**src/rtl/hilo_pkg.sv**
```systemverilog
// Shared definitions for the HI/LO multiply/divide unit: op encoding,
// FSM state encoding and default datapath width.
package hilo_pkg;

  localparam int HILO_WIDTH_DEF = 32;

  localparam logic [1:0] OP_MULT  = 2'b00;
  localparam logic [1:0] OP_MULTU = 2'b01;
  localparam logic [1:0] OP_DIV   = 2'b10;
  localparam logic [1:0] OP_DIVU  = 2'b11;

  typedef enum logic [1:0] {
    ST_IDLE = 2'd0,
    ST_MUL  = 2'd1,
    ST_DIV  = 2'd2
  } hilo_state_e;

endpackage

```
**src/rtl/hilo_itercore.sv**
```systemverilog
// Iterative unsigned datapath: shift-add multiply / restoring divide over a
// shared accumulator pair, one step per cycle, with a 0..WIDTH-1 step counter.
module hilo_itercore
  import hilo_pkg::*;
#(
  parameter int WIDTH = HILO_WIDTH_DEF
) (
  input  logic             clk,
  input  logic             rst_n,
  input  logic             load,
  input  logic             step,
  input  logic             is_div,
  input  logic [WIDTH-1:0] load_m,
  input  logic [WIDTH-1:0] load_q,
  output logic             last,
  output logic [WIDTH-1:0] nxt_hi,
  output logic [WIDTH-1:0] nxt_lo
);

  localparam int CW = $clog2(WIDTH);

  logic [CW-1:0]    cnt;
  logic [WIDTH-1:0] m;
  logic [WIDTH-1:0] acc_hi;
  logic [WIDTH-1:0] acc_lo;
  logic [WIDTH:0]   shifted;
  logic [WIDTH:0]   add_a;
  logic [WIDTH:0]   add_b;
  logic             cin;
  logic [WIDTH+1:0] sum;

  assign last = (cnt == CW'(WIDTH - 1));

  // Single adder: multiply adds the multiplicand to the upper half, divide
  // subtracts the divisor from the shifted partial remainder (carry = no borrow).
  always_comb begin
    shifted = {acc_hi, acc_lo[WIDTH-1]};
    if (is_div) begin
      add_a = shifted;
      add_b = ~{1'b0, m};
      cin   = 1'b1;
    end else begin
      add_a = {1'b0, acc_hi};
      add_b = {1'b0, m};
      cin   = 1'b0;
    end
  end

  assign sum = {1'b0, add_a} + {1'b0, add_b} + {{(WIDTH+1){1'b0}}, cin};

  always_comb begin
    nxt_hi = acc_hi;
    nxt_lo = acc_lo;
    if (is_div) begin
      if (sum[WIDTH+1]) begin
        nxt_hi = sum[WIDTH-1:0];
        nxt_lo = {acc_lo[WIDTH-2:0], 1'b1};
      end else begin
        nxt_hi = shifted[WIDTH-1:0];
        nxt_lo = {acc_lo[WIDTH-2:0], 1'b0};
      end
    end else if (acc_lo[0]) begin
      nxt_hi = sum[WIDTH:1];
      nxt_lo = {sum[0], acc_lo[WIDTH-1:1]};
    end else begin
      nxt_hi = {1'b0, acc_hi[WIDTH-1:1]};
      nxt_lo = {acc_hi[0], acc_lo[WIDTH-1:1]};
    end
  end

  always_ff @(posedge clk or negedge rst_n) begin
    if (!rst_n) begin
      cnt    <= '0;
      m      <= '0;
      acc_hi <= '0;
      acc_lo <= '0;
    end else if (load) begin
      cnt    <= '0;
      m      <= load_m;
      acc_hi <= '0;
      acc_lo <= load_q;
    end else if (step) begin
      cnt    <= cnt + 1'b1;
      acc_hi <= nxt_hi;
      acc_lo <= nxt_lo;
    end
  end

endmodule

```
**src/rtl/hilo_muldiv.sv**
```systemverilog
// HI/LO multiply/divide unit: control FSM, operand sign handling and result
// fix-up, HI/LO registers with direct write and bypassed combinational reads.
//  state | meaning
//  IDLE  | nothing in flight; direct writes and new starts accepted
//  MUL   | WIDTH shift-add steps on operand magnitudes
//  DIV   | WIDTH restore-subtract steps on operand magnitudes
module hilo_muldiv
  import hilo_pkg::*;
#(
  parameter int WIDTH = HILO_WIDTH_DEF
) (
  input  logic             clk,
  input  logic             rst_n,
  input  logic             start,
  input  logic [1:0]       op,
  input  logic [WIDTH-1:0] opa,
  input  logic [WIDTH-1:0] opb,
  input  logic             cancel,
  input  logic             wehi,
  input  logic             welo,
  input  logic [WIDTH-1:0] wdatahi,
  input  logic [WIDTH-1:0] wdatalo,
  input  logic             rehi,
  input  logic             relo,
  output logic [WIDTH-1:0] rdatahi,
  output logic [WIDTH-1:0] rdatalo,
  output logic             busy,
  output logic             done
);

  hilo_state_e      state;
  hilo_state_e      state_nxt;
  logic [WIDTH-1:0] hi;
  logic [WIDTH-1:0] lo;
  logic             q_neg;
  logic             r_neg;
  logic             div_zero;
  logic             op_div;
  logic             op_signed;
  logic             accept;
  logic             last;
  logic             finish;
  logic [WIDTH-1:0] mag_a;
  logic [WIDTH-1:0] mag_b;
  logic [WIDTH-1:0] nxt_hi;
  logic [WIDTH-1:0] nxt_lo;
  logic [WIDTH-1:0] res_hi;
  logic [WIDTH-1:0] res_lo;

  assign op_div    = (op == OP_DIV) || (op == OP_DIVU);
  assign op_signed = (op == OP_MULT) || (op == OP_DIV);
  assign mag_a     = (op_signed && opa[WIDTH-1]) ? -opa : opa;
  assign mag_b     = (op_signed && opb[WIDTH-1]) ? -opb : opb;

  assign busy   = (state != ST_IDLE);
  assign accept = !busy && start;
  assign finish = busy && !cancel && last;

  always_comb begin
    state_nxt = state;
    case (state)
      ST_IDLE: if (start) state_nxt = op_div ? ST_DIV : ST_MUL;
      ST_MUL,
      ST_DIV:  if (cancel || last) state_nxt = ST_IDLE;
      default: state_nxt = ST_IDLE;
    endcase
  end

  // Magnitude result is corrected here; divide by zero forces an all-ones quotient.
  always_comb begin
    res_hi = nxt_hi;
    res_lo = nxt_lo;
    if (state == ST_DIV) begin
      if (div_zero)   res_lo = '1;
      else if (q_neg) res_lo = -nxt_lo;
      if (r_neg)      res_hi = -nxt_hi;
    end else if (q_neg) begin
      {res_hi, res_lo} = -{nxt_hi, nxt_lo};
    end
  end

  hilo_itercore #(.WIDTH(WIDTH)) u_core (
    .clk    (clk),
    .rst_n  (rst_n),
    .load   (accept),
    .step   (busy),
    .is_div (state == ST_DIV),
    .load_m (op_div ? mag_b : mag_a),
    .load_q (op_div ? mag_a : mag_b),
    .last   (last),
    .nxt_hi (nxt_hi),
    .nxt_lo (nxt_lo)
  );

  always_ff @(posedge clk or negedge rst_n) begin
    if (!rst_n) begin
      state    <= ST_IDLE;
      done     <= 1'b0;
      hi       <= '0;
      lo       <= '0;
      q_neg    <= 1'b0;
      r_neg    <= 1'b0;
      div_zero <= 1'b0;
    end else begin
      state <= state_nxt;
      done  <= finish;
      if (finish) begin
        hi <= res_hi;
        lo <= res_lo;
      end else if (!busy) begin
        if (wehi) hi <= wdatahi;
        if (welo) lo <= wdatalo;
      end
      if (accept) begin
        q_neg    <= op_signed && (opa[WIDTH-1] ^ opb[WIDTH-1]);
        r_neg    <= op_signed && op_div && opa[WIDTH-1];
        div_zero <= (opb == '0);
      end
    end
  end

  assign rdatahi = !rehi ? '0 : ((wehi && !busy) ? wdatahi : hi);
  assign rdatalo = !relo ? '0 : ((welo && !busy) ? wdatalo : lo);

endmodule
```
**config.mk**
```make
export PLATFORM = sky130hd
export DESIGN_NAME = hilo_muldiv
export DESIGN_NICKNAME = d
export VERILOG_FILES = /design/src/rtl/hilo_pkg.sv /design/src/rtl/hilo_itercore.sv /design/src/rtl/hilo_muldiv.sv
export SDC_FILE = /design/constraint.sdc
export NUM_CORES = 1
export LEC_CHECK = 0
export CAP_MARGIN = 20
export CORE_ASPECT_RATIO = 1.75
export CORE_MARGIN = 8
export CORE_UTILIZATION = 32
export CTS_CLUSTER_DIAMETER = 100
export DETAILED_ROUTE_END_ITERATION = 7
export PLACE_DENSITY = 0.47
export SYNTH_ARGS = -nofsm -noshare
export SYNTH_HDL_FRONTEND = slang
export SYNTH_SLANG_ARGS = --single-unit
```
**constraint.sdc**
```tcl
create_clock -name clk -period 9.6 [get_ports clk]
set_input_delay 1.92 -clock clk [delete_from_list [all_inputs] [get_ports clk]]
set_output_delay 1.92 -clock clk [all_outputs]
set_load 0.02 [all_outputs]
```
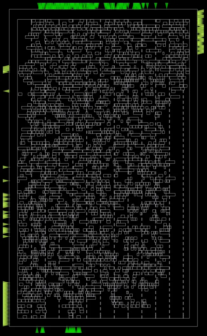
**Above:** run 1 (placement view).
Final Util: 38.6%
flop count: 171
sequential share of cell area: 21.6%
FILL cells: 5,460
Rows: 110

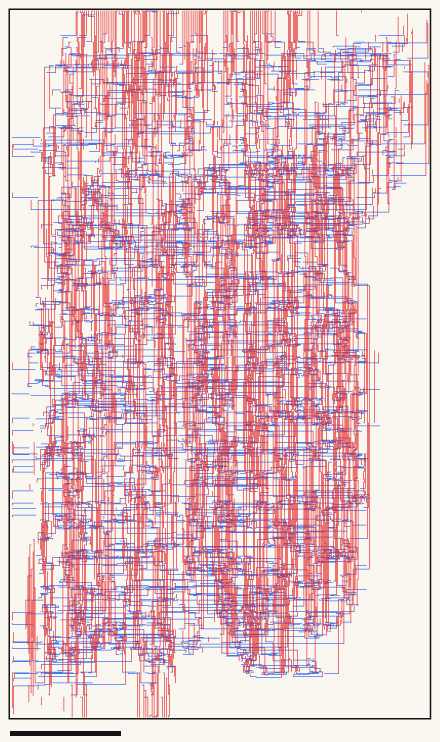
**Above:** run 1 (wiring by layer).
Scale bar: 50 um. Two of the layers only.
| colour | layer | wire length |
|---|---|---|
| blue | metal 1 | 25.0 mm |
| red | metal 2 | 41.1 mm |

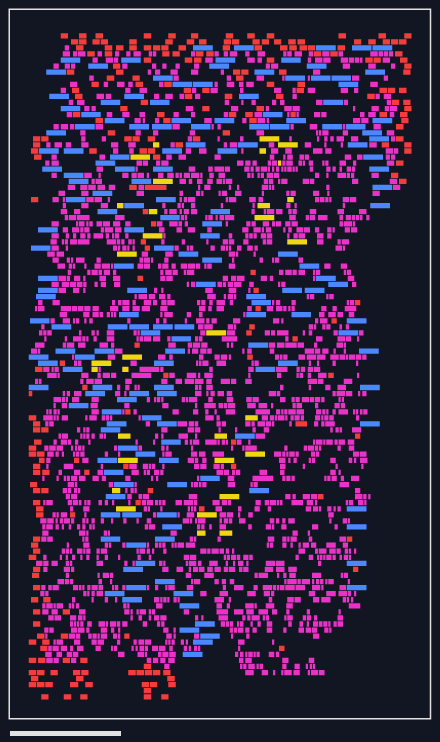
**Above:** run 1 (cell classes on the final placement).
Scale bar: 50 um.
| colour | class | cells |
|---|---|---|
| red | remaining buffers and delay cells | 241 |
| yellow | clock drivers and dummy loads | 32 |
| magenta | combinational and other logic | 1,763 |
| blue | sequential cells | 171 |
Core ar.: 0.0515 sq mm
post-route cell area: 0.0199 sq mm

==> flow_summary.ini, run 1 <==
; implementation run metrics
[detailed_routing]
met1Wirelength_mm = 25.0
top_layer = met4
first_pass_iters = 5
drc_errors = 0
vias = 16735
wl_met2_mm = 41.1
wl_met3_mm = 2.27
wl_mm = 74.1
final_antenna_net_count = 0

[critical_path]
start_kind = flip-flop
cp_num_cells = 26
reg2reg_to = hi[22]
ff2ff_setup_slack_ns = 1.95
crit_family = simple AND/OR/NAND/NOR gates
slowest_delay_ns = 0.73
required_ns = 9.95
reg2reg_depth = 26
cp-startpoint = state[0]
critical_path.endpoint = hi[22]
worstReg2RegStart = state[0]
cp_slowest_cell = ha_4
cp_max_fo = 62
cp-end-kind = flip-flop
cp.arrival_ns = 8.00
critPathBufInv = 3

[clock_tree]
hold_buffers = 0
cts_tree = done
ctsHtreeMaxLevel = 4
clock_sinks = 171
insertion_delay_ns = 0.47
clk_pin_slew_ns = 0.08
cts_root_buffer = clkbuf_16
post-cts-setup-buffer-count = 0

[final_layout]
inverters = 39
nonClockBufferCount = 241
largest_cell_class = combinational gates
nMultiInputCombCells = 1724
mostFrequentLayoutCells = 216 x nand2_1, 200 x clkdlybuf4s50_1, 171 x dfrtp_1, 160 x nor2_1, 149 x mux2i_1
drive_above_1_share_pct = 7.52
comb_area_share_pct = 58.7
final_common_cell = nand2_1
buf_share_pct = 11.8
final.clkbuf_count = 17
final_cells = 2879
final-clk-cell-share_pct = 3.01

[global_routing]
grtUsageMet2_pct = 47.3
grt_max_degree = 99
grt_pass1_vias = 17025
grt_pass1_wl_mm = 110

[final_timing]
worst_slew_pin_slew_ns = 1.06
setup_viol = 0
drv_slew = 0
worst_hold_slack_ns = 0.506
clock_skew_ns = 0.0210
slew_headroom_pct = 28.9
fin_tns_setup_ns = 0
fin_ws_ns = 1.95
hold_viol = 0

[yosys]
synthCells = 2077
topCombFamilyByArea = AND-OR/OR-AND gates
ys_cells = 2077
ys_sh_aoi_pct = 26.4
synth.ff_latch_count = 171
xor_area_share_pct = 8.43
common_cells = 220 x nand2_1, 171 x dfrtp_1, 161 x nor2_1
ff_type = dfrtp_1
async_reset_ff_share_pct = 100
syn_avg_cell_area_sq_um = 8.01
ys_sh_simple_pct = 20.6
yosysChipArea_sq_mm = 0.0166

[power]
power_frac_seq_pct = 17.5
comb_power_share_pct = 73.1
total_power_mw = 7.75
powerDensity_mw_per_mm2 = 390
power_leader = combinational cells
switching_share_pct = 56.3
peakVddDrop_mv = 0.133

[die]
initial_utilization_pct = 32.3
chip_area_sq_mm = 0.0598
pin_count = 204

[place]
dpl_cell_area_sq_mm = 0.0192
dp_hpwl_mm = 58.8
port_buffers = 203

[status]
run_status = finished, final reports clean

[hold_path]
hp-class = flip-flop to flip-flop
min_to = u_core.m[14]

[job]
drv_cap = 0
--- run 2 (diff from run 1) ---
--- a/config.mk
+++ b/config.mk
@@ -11,7 +11,7 @@
 export CORE_UTILIZATION = 32
 export CTS_CLUSTER_DIAMETER = 100
 export DETAILED_ROUTE_END_ITERATION = 7
-export PLACE_DENSITY = 0.47
+export PLACE_DENSITY = 0.49
 export SYNTH_ARGS = -nofsm -noshare
 export SYNTH_HDL_FRONTEND = slang
 export SYNTH_SLANG_ARGS = --single-unit
==> constraint.sdc (replaced) <==
create_clock -name clk -period 6.2 [get_ports clk]
set_input_delay 1.24 -clock clk [delete_from_list [all_inputs] [get_ports clk]]
set_output_delay 1.24 -clock clk [all_outputs]
set_load 0.02 [all_outputs]
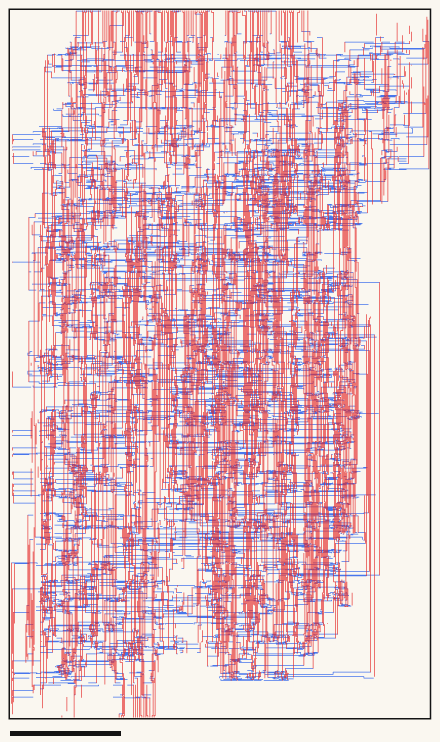
**Above:** run 2 (wiring by layer).
Scale bar: 50 um. Two of the layers only.
| colour | layer | wire length |
|---|---|---|
| blue | metal 1 | 25.8 mm |
| red | metal 2 | 41.4 mm |

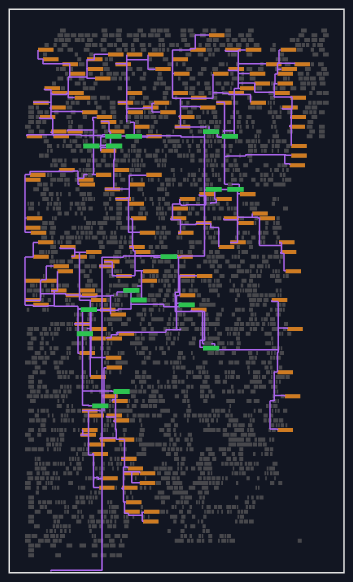
**Above:** run 2 (clock wires, drivers and flops).
[purple] clock wires | length: 3,000 um
[orange] flip-flops | count: 171
[green] clock drivers | count: 17
routed clock nets: 18

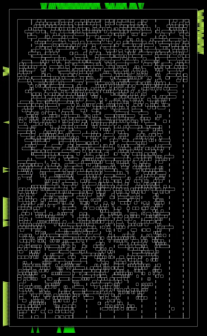
**Above:** run 2 (placement view).
Layout Cells excl Fill: 3,026
Final Util: 41.3%
Tap Count: 672
FILL cells: 5,366
sequential share of cell area: 20.1%

==> run 2 against run 1 <==
Synthesized area unchanged. Highest routed layer unchanged. Register-to-register slack worse by 1.7 ns. Worst hold slack barely moved. Total power grew 71%. Clock skew decreased by 0.0023 ns. Largest cell class unchanged. Sequential share of layout area shrank 1.4 points. Critical path depth fell by 2. Combinational power rose by 76%.
==> flow_summary.ini, run 2 <==
; implementation run metrics
[clock_tree]
cts_root_buffer = clkbuf_16
insertion_delay_ns = 0.46
post-cts-setup-buffer-count = 0
clk_pin_slew_ns = 0.09
clock_sinks = 171
cts_tree = done

[final_timing]
fin_ws_ns = 0.240
setup_viol = 0
worst_hold_slack_ns = 0.507
fin_tns_setup_ns = 0
hold_viol = 0
slew_headroom_pct = 25.1

[yosys]
syn_avg_cell_area_sq_um = 8.01
xor_area_share_pct = 8.43
ys_cells = 2077
synthCells = 2077
ff_type = dfrtp_1
synth.ff_latch_count = 171
topCombFamilyByArea = AND-OR/OR-AND gates
async_reset_ff_share_pct = 100
common_cells = 220 x nand2_1, 171 x dfrtp_1, 161 x nor2_1

[final_layout]
final_common_cell = nand2_1
largest_cell_class = combinational gates
final.clkbuf_count = 18
comb_area_share_pct = 55.9
mostFrequentLayoutCells = 215 x nand2_1, 200 x clkdlybuf4s50_1, 175 x buf_4, 171 x dfrtp_1, 160 x nor2_1
final_cell_area_sq_mm = 0.0213
final-clk-cell-share_pct = 2.92
nMultiInputCombCells = 1724
drive_above_1_share_pct = 14.6

[critical_path]
reg2reg_depth = 24
critical_path.endpoint = hi[22]
start_kind = flip-flop
cp-startpoint = state[1]
cp-end-kind = flip-flop
cp_slowest_cell = ha_1
critPathBufInv = 2
cp.arrival_ns = 6.31
required_ns = 6.55
reg2reg_to = hi[22]
worstReg2RegStart = state[1]
crit_family = simple AND/OR/NAND/NOR gates
slowest_delay_ns = 0.44

[power]
powerDensity_mw_per_mm2 = 624
comb_power_share_pct = 74.9
power_frac_seq_pct = 16.2
peakVddDrop_mv = 0.217

[die]
pin_count = 204
chip_area_sq_mm = 0.0598
row_count = 110
coreArea_sq_mm = 0.0515

[detailed_routing]
wl_met2_mm = 41.4
drc_errors = 0
met1Wirelength_mm = 25.8
wl_mm = 77.2

[global_routing]
grt_pass1_wl_mm = 114
grt_max_degree = 149

[place]
dp_hpwl_mm = 61.7
port_buffers = 203

[status]
run_status = finished, final reports clean

[job]
drv_cap = 0
Power figures rest on the tool's default switching activity, not on a simulated workload.
